**config.mk**
```make
export PLATFORM = sky130hd
export DESIGN_NAME = alu_seq
export DESIGN_NICKNAME = d
export VERILOG_FILES = /design/src/rtl/alu_seq.sv
export SDC_FILE = /design/constraint.sdc
export NUM_CORES = 1
export LEC_CHECK = 0
export CAP_MARGIN = 10
export CORE_MARGIN = 5
export CORE_UTILIZATION = 45
export DETAILED_ROUTE_END_ITERATION = 8
export PLACE_DENSITY = 0.74
export SYNTH_ARGS = -nofsm -noshare
export SYNTH_HDL_FRONTEND = slang
export SYNTH_SLANG_ARGS = --single-unit
```
**constraint.sdc**
```tcl
create_clock -name Clk -period 2.7 [get_ports Clk]
set_input_delay 0.405 -clock Clk [delete_from_list [all_inputs] [get_ports Clk]]
set_output_delay 0.405 -clock Clk [all_outputs]
set_load 0.02 [all_outputs]
```
**src/rtl/alu_seq.sv**
```systemverilog
// Handshaked ALU with registered result/flags; shifts iterate one bit per cycle.
// Define ALU_FAST_SHIFT_EN to replace the iterative shifter with a single-cycle barrel shifter.
`timescale 1ns/1ps
module alu_seq #(
    parameter int W = 8
) (
    input  logic         Clk,
    input  logic         Reset,
    input  logic         in_valid,
    output logic         in_ready,
    input  logic [2:0]   ALU_op_code,
    input  logic [W-1:0] ALU_arg_0,
    input  logic [W-1:0] ALU_arg_1,
    input  logic         SC_IN,
    output logic         out_valid,
    input  logic         out_ready,
    output logic [W-1:0] ALU_out,
    output logic         SC_OUT,
    output logic         ZERO,
    output logic         BEVEN,
    output logic         PARITY,
    output logic         EQUAL,
    output logic         GT
);
    localparam int CW = $clog2(W + 1);
    localparam logic [2:0] OP_ADD = 3'b000, OP_LSL = 3'b001, OP_XOR = 3'b010, OP_AND = 3'b011,
                           OP_CMP = 3'b100, OP_SET = 3'b101, OP_LSR = 3'b110, OP_SUB = 3'b111;
    localparam logic [W-1:0]  W_MAX   = W'(W);
    localparam logic [CW-1:0] AMT_MAX = CW'(W);

    typedef enum logic [1:0] {IDLE, SHIFT, DONE} state_t;
    typedef struct packed {
        logic sc;
        logic zero;
        logic beven;
        logic parity;
        logic equal;
        logic gt;
    } flags_t;

    state_t       state_q, state_d;
    logic [W-1:0] res_q, res_d;
    flags_t       flg_q, flg_d;

    logic          accept;
    logic [CW-1:0] amt;
    logic [W:0]    sum;
    logic [W-1:0]  imm_res;
    logic          imm_sc;
    logic          op_par, op_eq, op_gt;

`ifdef ALU_FAST_SHIFT_EN
    logic [W:0] lsl_ext, lsr_ext;
`else
    logic [W-1:0]  work_q, work_d, step;
    logic [CW-1:0] cnt_q, cnt_d;
    logic          lsl_q, lsl_d, step_sc, is_shift;
    logic [2:0]    pend_q, pend_d;   // parity/equal/gt captured at accept
`endif

    assign in_ready  = (state_q == IDLE) | ((state_q == DONE) & out_ready);
    assign accept    = in_valid & in_ready;
    assign out_valid = (state_q == DONE);
    assign ALU_out   = res_q;
    assign {SC_OUT, ZERO, BEVEN, PARITY, EQUAL, GT} = flg_q;

    assign amt    = (ALU_arg_1 > W_MAX) ? AMT_MAX : ALU_arg_1[CW-1:0];
    assign op_par = ^ALU_arg_1;
    assign op_eq  = (ALU_arg_0 == ALU_arg_1);
    assign op_gt  = (ALU_arg_1 > ALU_arg_0);

    // Single-cycle result for everything that completes at the accept edge
    always_comb begin
        sum     = {1'b0, ALU_arg_0} + {1'b0, ALU_arg_1} + {{W{1'b0}}, SC_IN};
        imm_res = '0;
        imm_sc  = 1'b0;
`ifdef ALU_FAST_SHIFT_EN
        lsl_ext = {1'b0, ALU_arg_0} << amt;
        lsr_ext = {ALU_arg_0, 1'b0} >> amt;
`endif
        case (ALU_op_code)
            OP_ADD: begin imm_res = sum[W-1:0]; imm_sc = sum[W]; end
`ifdef ALU_FAST_SHIFT_EN
            OP_LSL: begin imm_res = lsl_ext[W-1:0]; imm_sc = lsl_ext[W]; end
            OP_LSR: begin imm_res = lsr_ext[W:1];   imm_sc = lsr_ext[0]; end
`else
            OP_LSL, OP_LSR: imm_res = ALU_arg_0;   // only taken with amt == 0
`endif
            OP_XOR: imm_res = ALU_arg_0 ^ ALU_arg_1;
            OP_AND: imm_res = ALU_arg_0 & ALU_arg_1;
            OP_CMP: imm_res = '0;
            OP_SET: imm_res = ALU_arg_1;
            OP_SUB: begin imm_res = ALU_arg_0 - ALU_arg_1; imm_sc = op_gt; end
        endcase
    end

    always_comb begin
        state_d = state_q;
        res_d   = res_q;
        flg_d   = flg_q;
`ifndef ALU_FAST_SHIFT_EN
        work_d   = work_q;
        cnt_d    = cnt_q;
        lsl_d    = lsl_q;
        pend_d   = pend_q;
        is_shift = (ALU_op_code == OP_LSL) || (ALU_op_code == OP_LSR);
        step     = lsl_q ? {work_q[W-2:0], 1'b0} : {1'b0, work_q[W-1:1]};
        step_sc  = lsl_q ? work_q[W-1] : work_q[0];
`endif
        if (accept) begin
`ifndef ALU_FAST_SHIFT_EN
            if (is_shift && (amt != '0)) begin
                state_d = SHIFT;
                work_d  = ALU_arg_0;
                cnt_d   = amt;
                lsl_d   = (ALU_op_code == OP_LSL);
                pend_d  = {op_par, op_eq, op_gt};
            end else
`endif
            begin
                state_d = DONE;
                res_d   = imm_res;
                flg_d   = {imm_sc, (imm_res == '0), ~imm_res[0], op_par, op_eq, op_gt};
            end
        end else if ((state_q == DONE) && out_ready) begin
            state_d = IDLE;
        end
`ifndef ALU_FAST_SHIFT_EN
        else if (state_q == SHIFT) begin
            work_d = step;
            cnt_d  = cnt_q - CW'(1);
            // Outputs only move on the completing step so ALU_out stays stable meanwhile
            if (cnt_q == CW'(1)) begin
                state_d = DONE;
                res_d   = step;
                flg_d   = {step_sc, (step == '0), ~step[0], pend_q};
            end
        end
`endif
    end

    always_ff @(posedge Clk or posedge Reset) begin
        if (Reset) begin
            state_q <= IDLE;
            res_q   <= '0;
            flg_q   <= '0;
`ifndef ALU_FAST_SHIFT_EN
            work_q  <= '0;
            cnt_q   <= '0;
            lsl_q   <= 1'b0;
            pend_q  <= '0;
`endif
        end else begin
            state_q <= state_d;
            res_q   <= res_d;
            flg_q   <= flg_d;
`ifndef ALU_FAST_SHIFT_EN
            work_q  <= work_d;
            cnt_q   <= cnt_d;
            lsl_q   <= lsl_d;
            pend_q  <= pend_d;
`endif
        end
    end
endmodule
```
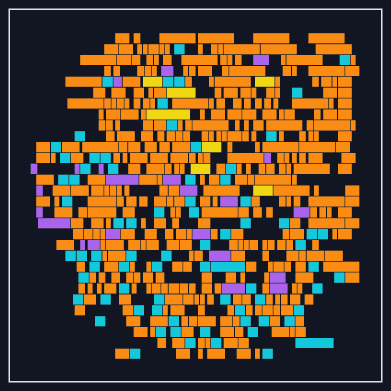
run_1/sizes.png
(4 px per um)
| size | color | cells | share |
|---|---|---|---|
| _2 cells | purple | 23 | 4.7% |
| _6 and larger | yellow | 7 | 1.4% |
| _3 and _4 cells | cyan | 75 | 15% |
| _0 and _1 cells | orange | 382 | 78% |
Finished Cell Area: 4180 sq um
Final WS setup: 0.105 ns

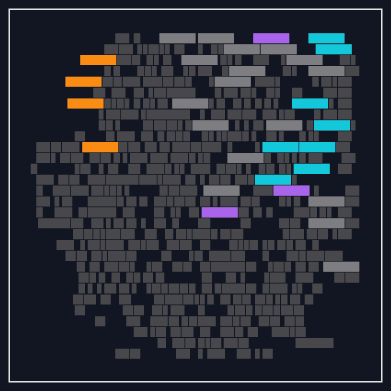
run_1/flops_by_reg.png
(4 px per um) Other sequential cells in the stronger gray, the rest of the logic in the fainter gray.
| name in the netlist | color | sequential cells |
|---|---|---|
| ALU_out | cyan | 8 |
| pend_q | purple | 3 |
| cnt_q | orange | 4 |
sequential share of cell area: 0.192
Final Core Density: 0.622
Seq. pwr: 0.878 mW
FF+latch area: 801 sq um

==> run_results.csv, run 1 <==
group,metric,value,unit
synth,avgSynthCellArea,7.88,sq um
worst_setup_path,worst-path-stages,10,
synth,synth-simple-area-share,0.191,
synth,ys_area,3080,sq um
detailed_routing,wl_met1,4.15,mm
worst_setup_path,critical_path.max_fanout,7,
power,power,2.97,mW
synth,netlist_instances,391,
cells_and_area,inverters,35,
worst_setup_path,start_kind,"input pin",
clock_network,cts_inserted_buffers,5,
detailed_routing,post_drt_via_cell_ratio,5.78,
synth,synth_adder_area_share,0.121,
floorplanning,nWellTaps,80,
cells_and_area,signal_buffers,112,
timing,worst_pin_slew,0.530,ns
synth,flop_cell,"dfrtp_1",
clock_network,cts_sinks,32,
timing,fin_crit,2.59,ns
place,gp_congestion,0.976,
floorplanning,initial_utilization,0.459,
synth,ys_types,58,
cells_and_area,layout_top_cells,"buf_4, nor2_1, a21oi_1",
global_route,met1_usage,0.292,
min_path,holdPathStages,1,
worst_setup_path,cp_num_buf_inv,2,
timing,skew,0.00448,ns
timing,fmax,385,MHz
worst_setup_path,required,2.91,ns
clock_network,clkLatencyLatePin,0.29,ns
global_route,grtUsageTotal,0.223,
power,vdd_drop_max,0.397,mV
synth,topCellsByArea,"dfrtp_1, ha_1, a21oi_1, nor2_1, inv_1",
detailed_routing,routedWlPerCell,16.5,um
run,warnings,39,
worst_setup_path,crit_arrival,2.81,ns
cells_and_area,nClkBuffers,5,
power,power_leakage,1.88,nW
global_route,grt_pass1_vias,3199,
worst_setup_path,critPathLaunch,"ALU_arg_0[3]",
clock_network,cts_hold_buf,0,
timing,drv_slew,0,
synth,ys_cells,391,
floorplanning,io_pins,40,
outcome,status,"completed",
global_route,grt_overflow,0,
run,cap_violations,0,
cells_and_area,num-fill-cells,587,
global_route,gr-usage-met2,0.375,
floorplanning,die_h,92.8,um
min_path,hold_path.class,"flip-flop to flip-flop",
synth,mux_share,0.0406,
clock_network,clk_pin_slew_worst_paths,0.07,ns
cells_and_area,diodes,0,
synth,async_flop_share,1.00,
global_route,gr-max-usage-layer,"met2",
timing,finalHoldViolCount,0,
detailed_routing,wl_met2,4.46,mm
cells_and_area,area_growth,35.7,%
timing,rsz0062_at_grt,"true",
cells_and_area,comb_area_frac,0.502,
timing,setup_tns,0,ns
place,preCtsSetupSlack,-0.535,ns
place,numPortBuffers,39,
global_route,grt_pass1_wl,15.4,mm
global_route,grt_use_met3,0.0455,
clock_network,htreeDepth,2,
global_route,antenna_found_initial,0,
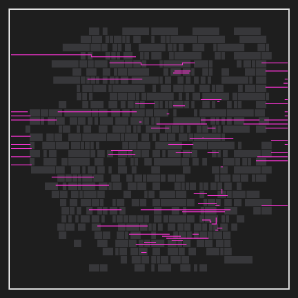
run_1/layer_met3.png
(3 px per um) Cells faint in the background.
wire length on this layer: 585 um
main direction: horizontal
share of all routed wire: 6.3%
nets with wire on the layer: 59
total routed wirelength: 9.35 mm
DR vias: 3277

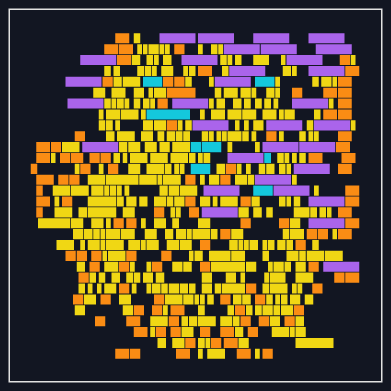
run_1/placement_by_type.png
(4 px per um)
| class | color | cells | share of their area |
|---|---|---|---|
| flops | purple | 32 | 20% |
| other buffers and delay cells | orange | 112 | 23% |
| combinational and other logic | yellow | 335 | 55% |
| clock drivers and dummy loads | cyan | 8 | 2.7% |
core area: 6720 sq um
num rows: 30

==> run 1: where the power goes <==
| group | switching, mW | leakage, nW | internal (mW) |
|---|---|---|---|
| clock network | 0.194 | 0.0541 | 0.273 |
| registers | 0.186 | 0.363 | 0.692 |
| logic | 0.857 | 1.47 | 0.765 |
| total | 1.24 | 1.88 | 1.73 |
==> run 1: metrics by stage <==
stage	instances	cell area, sq um	utilization
4_1_cts	567	4130	0.614
3_3_place_gp	559	4010	0.596
6_report	567	4180	0.622
2_1_floorplan	391	3080	-
3_5_place_dp	559	4010	0.596
5_1_grt	567	4180	0.622
## Run 2: what changed since run 1
--- a/config.mk
+++ b/config.mk
@@ -10,6 +10,7 @@
 export CORE_UTILIZATION = 45
 export DETAILED_ROUTE_END_ITERATION = 8
 export PLACE_DENSITY = 0.74
+export SKIP_LAST_GASP = 1
 export SYNTH_ARGS = -nofsm -noshare
 export SYNTH_HDL_FRONTEND = slang
 export SYNTH_SLANG_ARGS = --single-unit
==> constraint.sdc (replaced) <==
create_clock -name Clk -period 2.45 [get_ports Clk]
set_input_delay 0.3675 -clock Clk [delete_from_list [all_inputs] [get_ports Clk]]
set_output_delay 0.3675 -clock Clk [all_outputs]
set_load 0.02 [all_outputs]
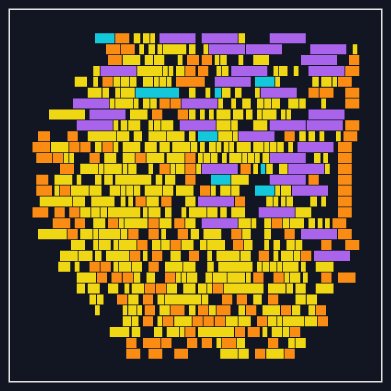
run_2/placement_by_type.png
(4 px per um)
Finished Cell Area: 4500 sq um
Final Core Density: 0.669
sequential share of cell area: 0.178

==> run 2 against run 1 <==
Effect of this change: combinational power is 19% higher; clock skew about the same; sequential share of layout area decreased by 1.3 points; setup slack got worse by 0.010 ns; synthesized cell count is the same; power increased by 14%; critical path depth increased by 1; routed wire length up 8.3%; clock-buffer cell count up 1; cell area up 7.5%; largest cell class unchanged.
==> run_results.csv, run 2 <==
group,metric,value,unit
outcome,status,"completed",
synth,async_flop_share,1.00,
power,power_leakage,2.04,nW
detailed_routing,routedWlPerCell,17.3,um
worst_setup_path,cp_num_buf_inv,4,
power,combPwrFrac,0.564,
clock_network,cts_setup_buffers,1,
timing,skew,0.00494,ns
detailed_routing,wl_met2,4.85,mm
floorplanning,initial_utilization,0.459,
place,post_dp_cell_area,4140,sq um
cells_and_area,num-fill-cells,545,
synth,topCellsByArea,"dfrtp_1, ha_1, a21oi_1, nor2_1, inv_1",
synth,top_area_cell,"dfrtp_1",
detailed_routing,drtIter0Drc,211,
detailed_routing,post_drt_via_cell_ratio,5.85,
cells_and_area,layout_top_cells,"buf_4, nor2_1, a21oi_1",
timing,worst_pin_slew,0.472,ns
power,power,3.40,mW
synth,ys_cells,391,
timing,rsz0062_at_grt,"true",
synth,synth_seq_share,0.260,
timing,whs,0.474,ns
detailed_routing,ant_nets,0,
timing,drv_slew,0,
detailed_routing,vias,3429,
global_route,grtUsageTotal,0.236,
global_route,grt_pass1_vias,3400,
power,vdd_drop_max,0.415,mV
synth,common_cells,"a21oi_1, nor2_1, inv_1",
clock_network,tritoncts,"yes",
global_route,gr-max-usage-layer,"met2",
worst_setup_path,start_kind,"input pin",
power,pg_clk,0.509,mW
detailed_routing,highest_layer,"met4",
worst_setup_path,reg2regPathDepth,8,
floorplanning,io_pins,40,
synth,ys_area,3080,sq um
cells_and_area,nClkBuffers,6,
timing,setup_violations,0,
worst_setup_path,required,2.67,ns
clock_network,cts_root_buffer,"clkbuf_8",
timing,fmax,425,MHz
power,p_clk_frac,0.150,
timing,finalHoldViolCount,0,
timing,fin_crit,2.36,ns
place,preCtsSetupSlack,-0.729,ns
place,post-place-cells,576,
timing,finalCritPeriodShare,0.961,
cells_and_area,dominant_cells,"multi-input combinational cells",
synth,flop_cell,"dfrtp_1",
synth,ys_types,58,
clock_network,cts_inserted_buffers,5,
cells_and_area,fin_cells,586,
place,gp_congestion,0.923,
clock_network,cts_sinks,32,
global_route,antenna_found_initial,0,
worst_setup_path,critPathTopFamily,"AND-OR/OR-AND gates",
cells_and_area,clk_share,0.0239,
global_route,met1_usage,0.298,
cells_and_area,signal_buffers,131,
floorplanning,nWellTaps,80,
clock_network,clk_pin_slew_worst_paths,0.07,ns
power,power-top-group,"combinational logic",
clock_network,cts_hold_buf,0,
worst_setup_path,timing.rr.end,"ZERO$_DFFE_PP0P_",
cells_and_area,final-comb-area,2250,sq um
cells_and_area,comb_area_frac,0.501,
power,swShare,0.420,
power,p_seq_frac,0.286,
floorplanning,die_h,92.8,um
timing,setup_tns,0,ns
synth,avgSynthCellArea,7.88,sq um
synth,edf_count,0,
detailed_routing,first_pass_iters,5,
cells_and_area,seqCellArea,801,sq um
detailed_routing,wl_met1,4.29,mm
power,power.switching,1.43,mW
synth,logic_family,"AND-OR/OR-AND gates",
worst_setup_path,crit_arrival,2.58,ns
detailed_routing,dr_wl_met3,592,um
cells_and_area,diodes,0,
min_path,hold_path.class,"input pin to async pin",
power,seq_power,0.971,mW
synth,synth-simple-area-share,0.191,
global_route,grt_pass1_wl,16.3,mm
power,comb_power,1.92,mW
worst_setup_path,critPathMaxStageDelay,0.48,ns
global_route,gr-usage-met2,0.398,
synth,mux_share,0.0406,
floorplanning,core_area,6720,sq um
place,numPortBuffers,39,
floorplanning,die_area,8600,sq um
power,p_int,1.97,mW
clock_network,htreeDepth,2,
run,cap_violations,0,
synth,netlist_instances,391,
floorplanning,rows,30,
synth,synth-xor-area-share,0.0227,
clock_network,clk_path_buf_depth,2,
timing,slew_headroom,0.685,
floorplanning,die-width,92.8,um
global_route,grt_use_met3,0.0390,
run,warnings,40,
synth,synth_adder_area_share,0.121,
cells_and_area,inverters,35,
cells_and_area,flops,32,
worst_setup_path,critical_path.max_fanout,3,
global_route,grt_overflow,0,
clock_network,clkLatencyLatePin,0.29,ns
detailed_routing,wirelength,10.1,mm
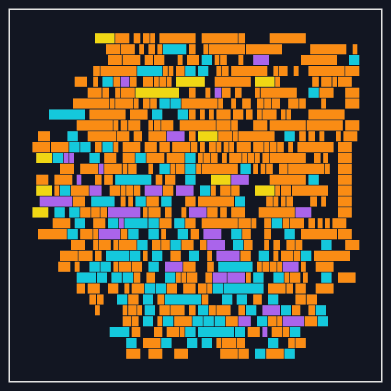
run_2/sizes.png
(4 px per um)
| size | color | cells | share | most used |
|---|---|---|---|---|
| _3 and _4 cells | cyan | 104 | 21% | buf_4 |
| _6 and larger | yellow | 10 | 2.0% | clkbuf_8 |
| _2 cells | purple | 29 | 5.7% | inv_2 |
| _0 and _1 cells | orange | 363 | 72% | nor2_1 |
Syn-to-layout area delta: 45.9%
Final WS setup: 0.0949 ns

run 2: cell counts after synthesis:
No cell type changed its count.
run 2: how the worst max path moves through the flow:
stage / cells after the start / slack, ns / to / startpoint
after floorplan: 10 / 0.06 / ZERO$_DFFE_PP0P_ / ALU_arg_0[0]
after global placement: 11 / -0.66 / ZERO$_DFFE_PP0P_ / ALU_arg_0[0]
after detailed placement: 11 / -0.73 / ZERO$_DFFE_PP0P_ / ALU_arg_0[0]
after CTS: 11 / -0.04 / ZERO$_DFFE_PP0P_ / ALU_arg_0[0]
after global routing: 11 / -0.03 / ALU_out[5]$_DFFE_PP0P_ / ALU_arg_1[5]
final: 11 / 0.09 / ALU_out[6]$_DFFE_PP0P_ / ALU_arg_1[5]
## Run 3: what changed since run 2
--- a/config.mk
+++ b/config.mk
@@ -6,7 +6,7 @@
 export NUM_CORES = 1
 export LEC_CHECK = 0
 export CAP_MARGIN = 10
-export CORE_MARGIN = 5
+export CORE_MARGIN = 2
 export CORE_UTILIZATION = 45
 export DETAILED_ROUTE_END_ITERATION = 8
 export PLACE_DENSITY = 0.74
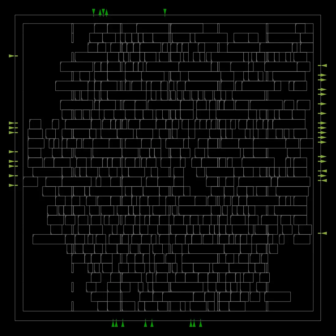
run_3/placement.png
fillers: 554
Post-Layout Cell Count: 585
tap cells: 80
sequential share of cell area: 0.179

==> run 3 against run 2 <==
Effect of this change: combinational power barely moved; via count rose by 2.2%; die size fell by 13%; first-iteration DRC count rose by 4.3%; critical path depth did not move; global-route usage rose by 4.0 points; routed wire length rose by 1.3%; non-clock buffer count fell by 1; utilization fell by 0.22 points; sequential cell count did not move; largest cell class unchanged; largest power group unchanged; highest routed layer unchanged.
==> run_results.csv, run 3 <==
group,metric,value,unit
detailed_routing,vias,3505,
worst_setup_path,required,2.66,ns
synth,avgSynthCellArea,7.88,sq um
global_route,grtUsageTotal,0.276,
cells_and_area,diodes,0,
cells_and_area,layout_top_cells,"buf_4, nor2_1, a21oi_1",
power,power.switching,1.41,mW
synth,ys_area,3080,sq um
floorplanning,initial_utilization,0.459,
detailed_routing,dr_wl_met3,667,um
place,numPortBuffers,39,
detailed_routing,wl_met2,4.97,mm
clock_network,htreeDepth,2,
synth,mux_share,0.0406,
power,power,3.37,mW
floorplanning,die_h,86.8,um
power,power_leakage,2.03,nW
worst_setup_path,worst-path-stages,11,
timing,setup_violations,0,
detailed_routing,wirelength,10.3,mm
timing,rsz0062_at_grt,"true",
power,vdd_drop_max,0.336,mV
clock_network,cts_hold_buf,0,
global_route,met1_usage,0.345,
timing,finalHoldViolCount,0,
timing,drv_slew,0,
floorplanning,io_pins,40,
detailed_routing,drtIter0Drc,220,
synth,ys_cells,391,
detailed_routing,highest_layer,"met4",
synth,logic_family,"AND-OR/OR-AND gates",
power,swShare,0.418,
floorplanning,core_area,6720,sq um
worst_setup_path,critPathMaxStageDelay,0.51,ns
clock_network,cts_inserted_buffers,5,
clock_network,cts_root_buffer,"clkbuf_8",
clock_network,tritoncts,"yes",
power,p_int,1.96,mW
worst_setup_path,endpoint,"ALU_out[6]$_DFFE_PP0P_",
synth,edf_count,0,
timing,setup_ws,0.0497,ns
timing,worst_pin_slew,0.498,ns
worst_setup_path,cp_num_buf_inv,3,
global_route,gr-usage-met2,0.477,
place,post_dp_cell_area,4100,sq um
detailed_routing,wl_met1,4.31,mm
worst_setup_path,critPathLaunch,"ALU_arg_1[3]",
timing,skew,0.00900,ns
detailed_routing,ant_nets,0,
worst_setup_path,crit_arrival,2.61,ns
detailed_routing,routedWlPerCell,17.5,um
synth,synth-xor-area-share,0.0227,
outcome,status,"completed",
floorplanning,rows,30,
timing,fin_crit,2.40,ns
worst_setup_path,reg2regPathDepth,6,
synth,common_cells,"a21oi_1, nor2_1, inv_1",
synth,netlist_instances,391,
global_route,grt_overflow,0,
place,post-place-cells,571,
global_route,grt_use_met3,0.0552,
run,cap_violations,0,
cells_and_area,seqCellArea,801,sq um
power,p_clk_frac,0.148,
global_route,grt_pass1_wl,16.5,mm
clock_network,clk_pin_slew_worst_paths,0.07,ns
detailed_routing,first_pass_iters,5,
power,p_seq_frac,0.290,
place,gp_congestion,0.938,
floorplanning,die_area,7530,sq um
timing,whs,0.476,ns
global_route,antenna_found_initial,0,
synth,ys_types,58,
synth,synth_seq_share,0.260,
synth,flop_cell,"dfrtp_1",
worst_setup_path,start_kind,"input pin",
global_route,grt_pass1_vias,3460,
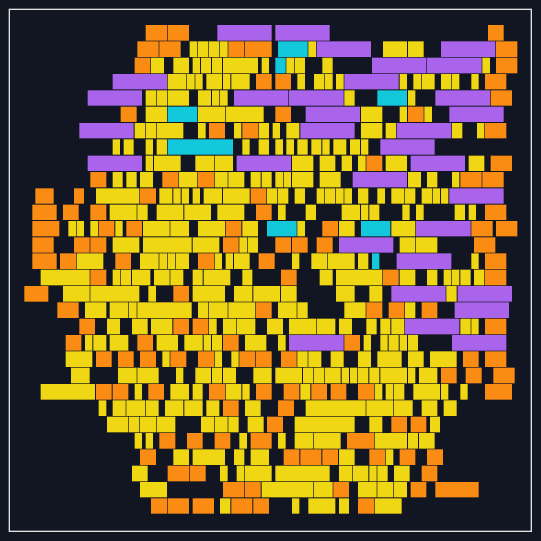
run_3/placement_by_type.png
(6 px per um)
| class | color | cells | share of their area |
|---|---|---|---|
| other buffers and delay cells | orange | 130 | 25% |
| clock drivers and dummy loads | cyan | 8 | 2.5% |
| flops | purple | 32 | 18% |
| combinational and other logic | yellow | 335 | 54% |
Final Core Density: 0.667
Finished Cell Area: 4480 sq um

[run 3: cell types whose count changed in the layout (fill, tap and decap cells not counted), sizes merged]
cell	previous run	this run
dlygate4sd2	4	1
clkdlybuf4s50	27	29
buf	95	94
clkbuf	6	7
[run 3: cell type report]
type                            instances  area share
Clock buffer                            6      0.0162
Tap cell                               80      0.0223
Clock inverter                          2     0.00782
Sequential cell                        32       0.179
Timing Repair Buffer                  130       0.244
Multi-Input combinational cell        300       0.502
Inverter                               35      0.0293
[run 3: power groups by stage]
stage	Sequential, mW	Combinational (mW)	Clock, mW
floorplan	1.05	0.936	0
global placement	0.957	1.71	0
detailed placement	0.973	1.76	0
CTS	0.965	1.80	0.504
global route	1.00	2.06	0.525
finish	0.978	1.89	0.499
Power is estimated from default activity; no workload was simulated.
